met4.png
Supply wires on this layer in grey. Cells faint in the background.
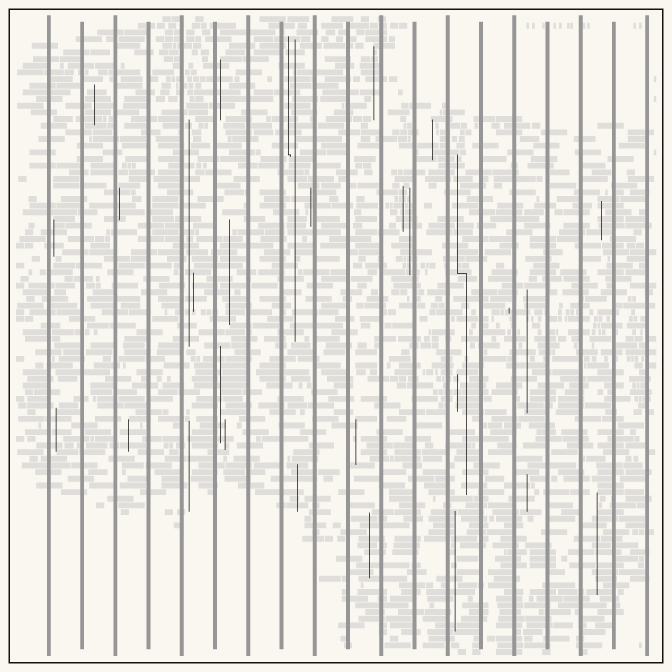
metal_stack.png
Bar = 100 µm.
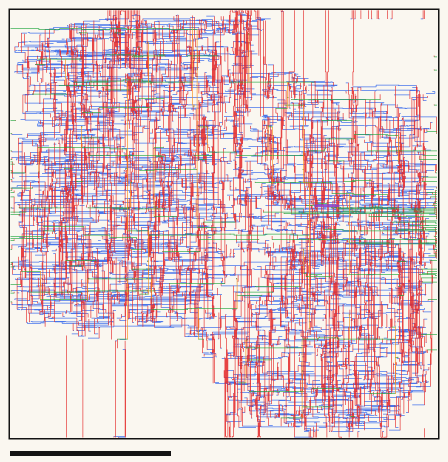
final_placement.png
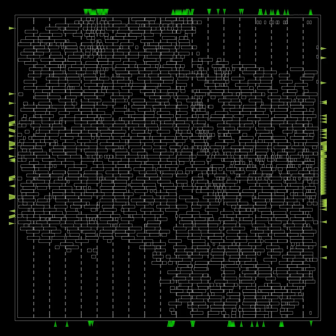
met3.png
Bar = 100 µm.
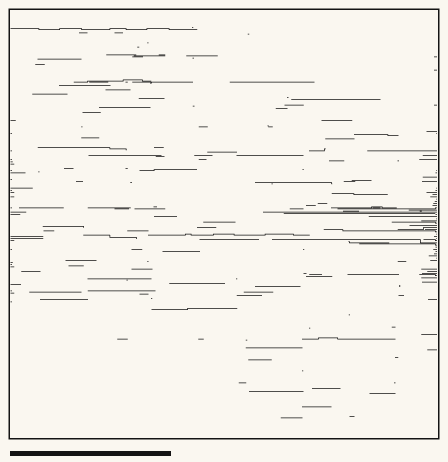
File: config.mk
export PLATFORM = sky130hd
export DESIGN_NAME = spk_out_flat
export DESIGN_NICKNAME = d
export VERILOG_FILES = /design/src/rtl/spk_out_if.sv /design/src/rtl/spk_out.sv /design/src/flat_wrapper.sv
export SDC_FILE = /design/constraint.sdc
export NUM_CORES = 1
export LEC_CHECK = 0
export CAP_MARGIN = 10
export CORE_MARGIN = 2
export CORE_UTILIZATION = 40
export DETAILED_ROUTE_END_ITERATION = 10
export PLACE_DENSITY = 0.56
export SETUP_SLACK_MARGIN = 0.05
export SYNTH_ARGS = -nofsm -noshare
export SYNTH_HDL_FRONTEND = slang
export SYNTH_SLANG_ARGS = --single-unit
File: constraint.sdc
create_clock -name clk -period 9.3 [get_ports clk]
set_input_delay 1.86 -clock clk [delete_from_list [all_inputs] [get_ports clk]]
set_output_delay 1.86 -clock clk [all_outputs]
set_load 0.05 [all_outputs]
File: src/rtl/spk_out_if.sv
// Router-side link of the spike output block: flit valid/data outward, credit return inward.
interface spk_out_if #(
    parameter int FW = 59
);
    logic          spk_out_router_vld;
    logic [FW-1:0] spk_out_router_flit;
    logic          router_spk_out_credit;

    modport master (
        output spk_out_router_vld,
        output spk_out_router_flit,
        input  router_spk_out_credit
    );

    modport slave (
        input  spk_out_router_vld,
        input  spk_out_router_flit,
        output router_spk_out_credit
    );
endinterface

File: src/rtl/spk_out.sv
// Spike/config-reply output stage: queues spikes and config replies, walks the destination
// table and emits credit-controlled flits. Define SPK_OUT_MULTICAST_EN for the full table walk.
//
// state  | meaning
// IDLE   | waiting; config replies have priority over spikes
// LOOKUP | read destination entry at ptr
// SEND   | emit spike flit for the entry (stall without credit)
// REPLY  | emit config reply flit (stall without credit)
module spk_out #(
    parameter int FW          = 59,
    parameter int CDW         = 21,
    parameter int SW          = 24,
    parameter int DST_WIDTH   = 21,
    parameter int DST_DEPTH   = 4,
    parameter int CREDIT_INIT = 4
) (
    input  logic                 clk,
    input  logic                 rst_n,
    input  logic                 soma_spk_out_fire,
    input  logic [SW-1:0]        config_spk_out_neuid,
    output logic                 spk_out_soma_full,
    output logic                 spk_out_ovf,
    input  logic                 config_spk_out_we,
    input  logic [CDW-1:0]       config_spk_out_wdata,
    output logic                 spk_out_conifg_full,
    input  logic                 config_spk_out_dst_we,
    input  logic [DST_DEPTH-1:0] config_spk_out_dst_waddr,
    input  logic [DST_WIDTH-1:0] config_spk_out_dst_wdata,
    input  logic                 config_spk_out_dst_re,
    input  logic [DST_DEPTH-1:0] config_spk_out_dst_raddr,
    output logic [DST_WIDTH-1:0] config_spk_out_dst_rdata,
    spk_out_if.master            rtr
);
    localparam int HW = DST_WIDTH - 2;
    localparam logic [2:0] CR_INIT = 3'(CREDIT_INIT);

    typedef enum logic [1:0] {IDLE, LOOKUP, SEND, REPLY} state_t;

    state_t               state;
    logic [DST_DEPTH-1:0] ptr;
    logic [2:0]           credit;
    logic                 entry_vld;
    logic [HW-1:0]        entry_hdr;
    logic                 vld_q;
    logic [FW-1:0]        flit_q;
    logic                 ovf_q;

    logic [SW-1:0]  spk_mem [8];
    logic [2:0]     spk_wr, spk_rd;
    logic [3:0]     spk_cnt;
    logic           spk_full, spk_push, spk_pop;
    logic [SW-1:0]  spk_head;

    logic [CDW-1:0] cfg_mem [4];
    logic [1:0]     cfg_wr, cfg_rd;
    logic [2:0]     cfg_cnt;
    logic           cfg_full, cfg_push, cfg_pop;
    logic [CDW-1:0] cfg_head;

    logic [DST_WIDTH-1:0] dst_tbl [2**DST_DEPTH];
    logic [DST_WIDTH-1:0] rdata_q;

    logic send_go, emit_spk, emit_cfg, emit, walk_done, credit_in;
    logic [FW-1:0] spk_flit, cfg_flit;

    assign spk_full = (spk_cnt == 4'd8);
    assign spk_push = soma_spk_out_fire && !spk_full;
    assign spk_head = spk_mem[spk_rd];
    assign cfg_full = (cfg_cnt == 3'd4);
    assign cfg_push = config_spk_out_we && !cfg_full;
    assign cfg_head = cfg_mem[cfg_rd];

    assign credit_in = rtr.router_spk_out_credit;
    assign send_go   = (state == SEND) && (!entry_vld || credit != 3'd0);
    assign emit_spk  = send_go && entry_vld;
    assign emit_cfg  = (state == REPLY) && (credit != 3'd0);
    assign emit      = emit_spk || emit_cfg;
    assign spk_pop   = send_go && walk_done;
    assign cfg_pop   = emit_cfg;

`ifdef SPK_OUT_MULTICAST_EN
    logic entry_last;
    assign walk_done = entry_last || (&ptr);
`else
    assign walk_done = 1'b1;
`endif

    always_comb begin
        spk_flit = '0;
        spk_flit[FW-1 -: 3]  = 3'b000;
        spk_flit[FW-4 -: HW] = entry_hdr;
        spk_flit[SW-1:0]     = spk_head;
        cfg_flit = '0;
        cfg_flit[FW-1 -: 3]  = 3'b100;
        cfg_flit[CDW-1:0]    = cfg_head;
    end

    // Storage arrays carry no reset; only pointers and counts define FIFO contents.
    always_ff @(posedge clk) begin
        if (spk_push) spk_mem[spk_wr] <= config_spk_out_neuid;
        if (cfg_push) cfg_mem[cfg_wr] <= config_spk_out_wdata;
        if (config_spk_out_dst_we) dst_tbl[config_spk_out_dst_waddr] <= config_spk_out_dst_wdata;
    end

    always_ff @(posedge clk or negedge rst_n) begin
        if (!rst_n) begin
            spk_wr  <= '0;
            spk_rd  <= '0;
            spk_cnt <= '0;
            cfg_wr  <= '0;
            cfg_rd  <= '0;
            cfg_cnt <= '0;
            ovf_q   <= 1'b0;
            rdata_q <= '0;
        end else begin
            if (spk_push) spk_wr <= spk_wr + 3'd1;
            if (spk_pop)  spk_rd <= spk_rd + 3'd1;
            if (spk_push && !spk_pop)      spk_cnt <= spk_cnt + 4'd1;
            else if (spk_pop && !spk_push) spk_cnt <= spk_cnt - 4'd1;
            if (cfg_push) cfg_wr <= cfg_wr + 2'd1;
            if (cfg_pop)  cfg_rd <= cfg_rd + 2'd1;
            if (cfg_push && !cfg_pop)      cfg_cnt <= cfg_cnt + 3'd1;
            else if (cfg_pop && !cfg_push) cfg_cnt <= cfg_cnt - 3'd1;
            if (soma_spk_out_fire && spk_full) ovf_q <= 1'b1;
            // Read-before-write: a same-cycle write to this address is seen on the next read.
            if (config_spk_out_dst_re) rdata_q <= dst_tbl[config_spk_out_dst_raddr];
        end
    end

    always_ff @(posedge clk or negedge rst_n) begin
        if (!rst_n) begin
            state     <= IDLE;
            ptr       <= '0;
            credit    <= CR_INIT;
            entry_vld <= 1'b0;
            entry_hdr <= '0;
`ifdef SPK_OUT_MULTICAST_EN
            entry_last <= 1'b0;
`endif
            vld_q     <= 1'b0;
            flit_q    <= '0;
        end else begin
            vld_q <= 1'b0;
            // A flit and a returned credit in the same cycle cancel out.
            if (emit && !credit_in)
                credit <= credit - 3'd1;
            else if (!emit && credit_in && credit < CR_INIT)
                credit <= credit + 3'd1;

            case (state)
                IDLE: begin
                    if (cfg_cnt != 3'd0) begin
                        state <= REPLY;
                    end else if (spk_cnt != 4'd0) begin
                        ptr   <= '0;
                        state <= LOOKUP;
                    end
                end
                LOOKUP: begin
                    entry_vld <= dst_tbl[ptr][0];
                    entry_hdr <= dst_tbl[ptr][DST_WIDTH-1:2];
`ifdef SPK_OUT_MULTICAST_EN
                    entry_last <= dst_tbl[ptr][1];
`endif
                    state <= SEND;
                end
                SEND: begin
                    if (send_go) begin
                        if (emit_spk) begin
                            vld_q  <= 1'b1;
                            flit_q <= spk_flit;
                        end
                        if (walk_done) begin
                            state <= IDLE;
                        end else begin
                            ptr   <= ptr + 1'b1;
                            state <= LOOKUP;
                        end
                    end
                end
                REPLY: begin
                    if (emit_cfg) begin
                        vld_q  <= 1'b1;
                        flit_q <= cfg_flit;
                        state  <= IDLE;
                    end
                end
                default: state <= IDLE;
            endcase
        end
    end

    assign spk_out_soma_full        = spk_full;
    assign spk_out_ovf              = ovf_q;
    assign spk_out_conifg_full      = cfg_full;
    assign config_spk_out_dst_rdata = rdata_q;
    assign rtr.spk_out_router_vld   = vld_q;
    assign rtr.spk_out_router_flit  = flit_q;
endmodule

File: src/flat_wrapper.sv
// flat-port wrapper written by rule: the top's interface ports become plain ports
module spk_out_flat 
#(
    parameter int FW          = 59,
    parameter int CDW         = 21,
    parameter int SW          = 24,
    parameter int DST_WIDTH   = 21,
    parameter int DST_DEPTH   = 4,
    parameter int CREDIT_INIT = 4
)
  (clk, rst_n, soma_spk_out_fire, config_spk_out_neuid, spk_out_soma_full, spk_out_ovf, config_spk_out_we, config_spk_out_wdata, spk_out_conifg_full, config_spk_out_dst_we, config_spk_out_dst_waddr, config_spk_out_dst_wdata, config_spk_out_dst_re, config_spk_out_dst_raddr, config_spk_out_dst_rdata, rtr_spk_out_router_vld, rtr_spk_out_router_flit, rtr_router_spk_out_credit);
  spk_out_if #(.FW(FW)) rtr_i ();
  input  logic clk;
  input  logic rst_n;
  input  logic soma_spk_out_fire;
  input  logic [SW-1:0] config_spk_out_neuid;
  output logic spk_out_soma_full;
  output logic spk_out_ovf;
  input  logic config_spk_out_we;
  input  logic [CDW-1:0] config_spk_out_wdata;
  output logic spk_out_conifg_full;
  input  logic config_spk_out_dst_we;
  input  logic [DST_DEPTH-1:0] config_spk_out_dst_waddr;
  input  logic [DST_WIDTH-1:0] config_spk_out_dst_wdata;
  input  logic config_spk_out_dst_re;
  input  logic [DST_DEPTH-1:0] config_spk_out_dst_raddr;
  output logic [DST_WIDTH-1:0] config_spk_out_dst_rdata;
  output wire logic [$bits(rtr_i.spk_out_router_vld)-1:0] rtr_spk_out_router_vld;
  output wire logic [$bits(rtr_i.spk_out_router_flit)-1:0] rtr_spk_out_router_flit;
  input wire logic [$bits(rtr_i.router_spk_out_credit)-1:0] rtr_router_spk_out_credit;
  assign rtr_spk_out_router_vld = rtr_i.spk_out_router_vld;
  assign rtr_spk_out_router_flit = rtr_i.spk_out_router_flit;
  assign rtr_i.router_spk_out_credit = rtr_router_spk_out_credit;
  spk_out #(.FW(FW), .CDW(CDW), .SW(SW), .DST_WIDTH(DST_WIDTH), .DST_DEPTH(DST_DEPTH), .CREDIT_INIT(CREDIT_INIT)) u_core (.clk(clk), .rst_n(rst_n), .soma_spk_out_fire(soma_spk_out_fire), .config_spk_out_neuid(config_spk_out_neuid), .spk_out_soma_full(spk_out_soma_full), .spk_out_ovf(spk_out_ovf), .config_spk_out_we(config_spk_out_we), .config_spk_out_wdata(config_spk_out_wdata), .spk_out_conifg_full(spk_out_conifg_full), .config_spk_out_dst_we(config_spk_out_dst_we), .config_spk_out_dst_waddr(config_spk_out_dst_waddr), .config_spk_out_dst_wdata(config_spk_out_dst_wdata), .config_spk_out_dst_re(config_spk_out_dst_re), .config_spk_out_dst_raddr(config_spk_out_dst_raddr), .config_spk_out_dst_rdata(config_spk_out_dst_rdata), .rtr(rtr_i));
endmodule
==> results.sh <==
# implementation run metrics
export IMPL_top_logic_kind="multiplexers"
export IMPL_crit_path_cell_trace="clkdlybuf4s50_1, a21boi_1, nand2b_1, nor3_2, buf_4"
export IMPL_drive_gt1_share_pct=25.2
export IMPL_finalCritPeriodShare_pct=46.2
export IMPL_p_per_area_mw_per_mm2=295
export IMPL_yosysTopAreaCell="edfxtp_1"
export IMPL_cts_root_buf="clkbuf_16"
export IMPL_final_antenna_net_count=0
export IMPL_ys_seq_share_pct=76.8
export IMPL_warning_count=29
export IMPL_place_congestion=0.769
export IMPL_slew_headroom_pct=24.2
export IMPL_cts_made_buffers=78
export IMPL_maxSlewViolCount=0
export IMPL_hp_class="register to register"
export IMPL_netlist_instances=1310
export IMPL_vias=13100
export IMPL_fin_tns_setup_ns=0
export IMPL_ys_warn_count=0
export IMPL_num_io_pins=165
export IMPL_status="finished clean"
export IMPL_end_kind="register"
export IMPL_start_kind="input port"
export IMPL_period_needed_ns=4.30
export IMPL_synthToLayoutAreaGrowth_pct=18.7
export IMPL_synth_chip_area_mm2=0.0275
export IMPL_cts_resized_gates=0
export IMPL_wire_per_inst_um=24.5
export IMPL_drc=0
export IMPL_setup_ws_ns=5.00
export IMPL_netlist_area_mm2=0.0275
export IMPL_finalNetCount=1597
export IMPL_max_freq_mhz=233
export IMPL_ctsLongestPathBuffers=3
export IMPL_rows=96
export IMPL_aoi_share_pct=3.59
export IMPL_hold_viol_final=0
export IMPL_cts_clk_slew_worst_paths_ns=0.05
export IMPL_clk_latency_ns=0.63
export IMPL_top_cell_area_share_pct=66.8
export IMPL_viasPerCell=5.36
export IMPL_fp_util_pct=40.2
export IMPL_topCellsByArea="edfxtp_1 67%, mux4_2 13%, dfrtp_1 9.8%"
export IMPL_antenna_found_initial=1
export IMPL_die_x_um=266
export IMPL_nFillCells=5618
export IMPL_fp_dieH_um=266
export IMPL_max_stage_delay_ns=0.92
export IMPL_ys_cells=1310
export IMPL_adder_share_pct=0.673
export IMPL_post_route_cell_area_mm2=0.0326
export IMPL_overflow=0
export IMPL_tritoncts="done"
export IMPL_layout_cells_non_filler=2451
export IMPL_postRouteWirelength_um=60000
export IMPL_cap_violations=0
export IMPL_flop_cell="edfxtp_1"
export IMPL_post_cts_buffers=0
export IMPL_cts_hold_buf=0
export IMPL_io_buffers=149
export IMPL_dp_hpwl_um=35600
export IMPL_synthArstFlopShare_pct=15.1
export IMPL_grt_use_total_pct=17.1
export IMPL_cp_arrival_ns=4.61
export IMPL_grt_max_degree=68
export IMPL_critPathRequiredTime_ns=9.62
export IMPL_netlist_top_cells_count="612 x edfxtp_1, 153 x mux4_2, 108 x dfrtp_1"
export IMPL_ys_sh_mux_pct=14.8
export IMPL_dieArea_mm2=0.0709
export IMPL_path_max_fanout=13
export IMPL_firstDrtPassIters=5
export IMPL_crit_slowest_cell="nor3_2"
export IMPL_fin_skew_ns=0.0406
export IMPL_clock_sinks=721
export IMPL_pre_cts_slack_ns=4.25
export IMPL_ir_drop_mv=0.155
export IMPL_drt_initial_drc_count=1016
export IMPL_edf_count=612
export IMPL_syn_area_per_cell_um2=21.0
export IMPL_cts_htree_levels=3
export IMPL_first_global_vias=13800
export IMPL_p_leak_nw=10.8
export IMPL_tightest_slew_ns=1.13
export IMPL_most_common_cell="edfxtp_1"
export IMPL_xor_area_share_pct=0.446
export IMPL_n_antenna_cell=0
export IMPL_yosysUniqueCellTypes=44
export IMPL_path_buffers=2
export IMPL_ys_flops=721
export IMPL_placed_cells=2305
export IMPL_simple_gate_share_pct=1.93
export IMPL_grt_pass1_wl_um=89700
export IMPL_placed_area_mm2=0.0300
export IMPL_crit_family="simple AND/OR/NAND/NOR gates"
export IMPL_setup_viol=0
export IMPL_crit_type="input port to register"
export IMPL_rsz0062_at_grt="false"
About met4.png:
The layer holds 1.7% of the routed length. The layer carries 1,020 µm of wire. The wires run mostly vertical. The longest straight run is 123 µm.

About metal_stack.png:
Key: blue = met1 [wire length 26.0 mm]; green = met3 [wire length 3,120 µm]; orange = met4 [wire length 1,020 µm]; purple = met5 [wire length 13.8 µm]; red = met2 [wire length 29.9 mm]

About final_placement.png:
core box area: 0.0683 mm²
Final Util: 47.8%
flip-flops: 721
sequential share of cell area: 64.7%

About met3.png:
The wires run mostly horizontal. The layer holds 5.2% of the routed length. The longest straight run is 108 µm. The layer carries 3,120 µm of wire. 138 nets have wire on it.

per-layer routing:
layer	share of wire, %	global-route usage (%)	up-vias
met5	0.022	0	-
met4	1.7	4.62	2
met3	5.2	3.42	79
met2	50	28.4	303
met1	43	23.1	7025
li1	-	-	5737
cell type report:
class | instances | area [µm²] | share of cell area (%)
clock buffers | 100 | 2070 | 6.36
clock inverters | 46 | 520 | 1.59
inverters | 8 | 30.0 | 0.0920
multi-input cells | 513 | 6070 | 18.6
flip-flops and latches | 721 | 21100 | 64.7
well taps | 882 | 1100 | 3.38
repair buffers | 181 | 1720 | 5.28
state kept, by name, summed over array words and instances (netlist names), 2 cells and up:
name and cells:
u_core.spk_rd 3, u_core.state 2, u_core.cfg_wr 2, u_core.cfg_rd 2, u_core.cfg_cnt 3, u_core.spk_wr 3, u_core.spk_cnt 4, u_core.dst_tbl 336
u_core.cfg_mem 84, u_core.rtr.spk_out_router_flit 44, u_core.config_spk_out_dst_rdata 21, u_core.spk_mem 192, u_core.entry_hdr 19, u_core.credit 3
cell usage in the layout (no fill, tap or decap), types with 22 or more instances in the layout:
cell / instances
dfrtp_1: 105
a21oi_1: 29
mux4_2: 153
clkinv_2: 23
buf_4: 34
nand2_1: 29
o22ai_1: 47
clkbuf_16: 78
a22o_1: 22
clkdlybuf4s50_1: 145
o21ai_0: 24
mux2_2: 49
edfxtp_1: 612
power by group:
group | switching (W) | internal, W
clock network | 0.00128 | 0.00182
logic | 0.00136 | 0.000945
registers | 0.000251 | 0.00397
stage by stage:
stage / utilization [%] / hold WS, ns / total power, W
CTS: 47.8 / 0.466 / 0.00977
floorplan: - / 0.449 / 0.00583
global route: 47.8 / 0.488 / 0.0101
finish: 47.8 / 0.459 / 0.00963
global placement: 44.0 / 0.445 / 0.00661
detailed placement: 44.0 / 0.449 / 0.00666
worst register-to-register path, stage by stage, from the launching register on:
cell and delay [ns]:
dfrtp_1 0.43, nor3_1 0.10, a21boi_1 0.59, nand2b_1 0.31
nor3_2 0.92, buf_4 0.39
final timing paths:
path	start	end	slack, ns	cells after the start
max reg2reg	u_core.spk_cnt[0]$_DFFE_PN0P_	u_core.spk_mem[0][14]$_DFFE_PP_	6.25	5
min reg2reg	u_core.spk_out_ovf$_DFFE_PN0P_	u_core.spk_out_ovf$_DFFE_PN0P_	0.46	1
min in group asynchronous	rst_n	u_core.rtr.spk_out_router_flit[10]$_DFFE_PN0P_	1.20	1
max in group asynchronous	rst_n	u_core.spk_rd[1]$_DFFE_PN0N_	6.73	2
min	u_core.spk_out_ovf$_DFFE_PN0P_	u_core.spk_out_ovf$_DFFE_PN0P_	0.46	1
max	soma_spk_out_fire	u_core.spk_mem[0][14]$_DFFE_PP_	5.00	5
cell families after synthesis:
logic type | after synthesis
flops | 721
mux | 209
compound gates | 157
simple gates | 105
buf+inv | 90
xor+xnor | 14
fa+ha+maj | 13
other cells | 1
Power and IR drop assume default switching activity.
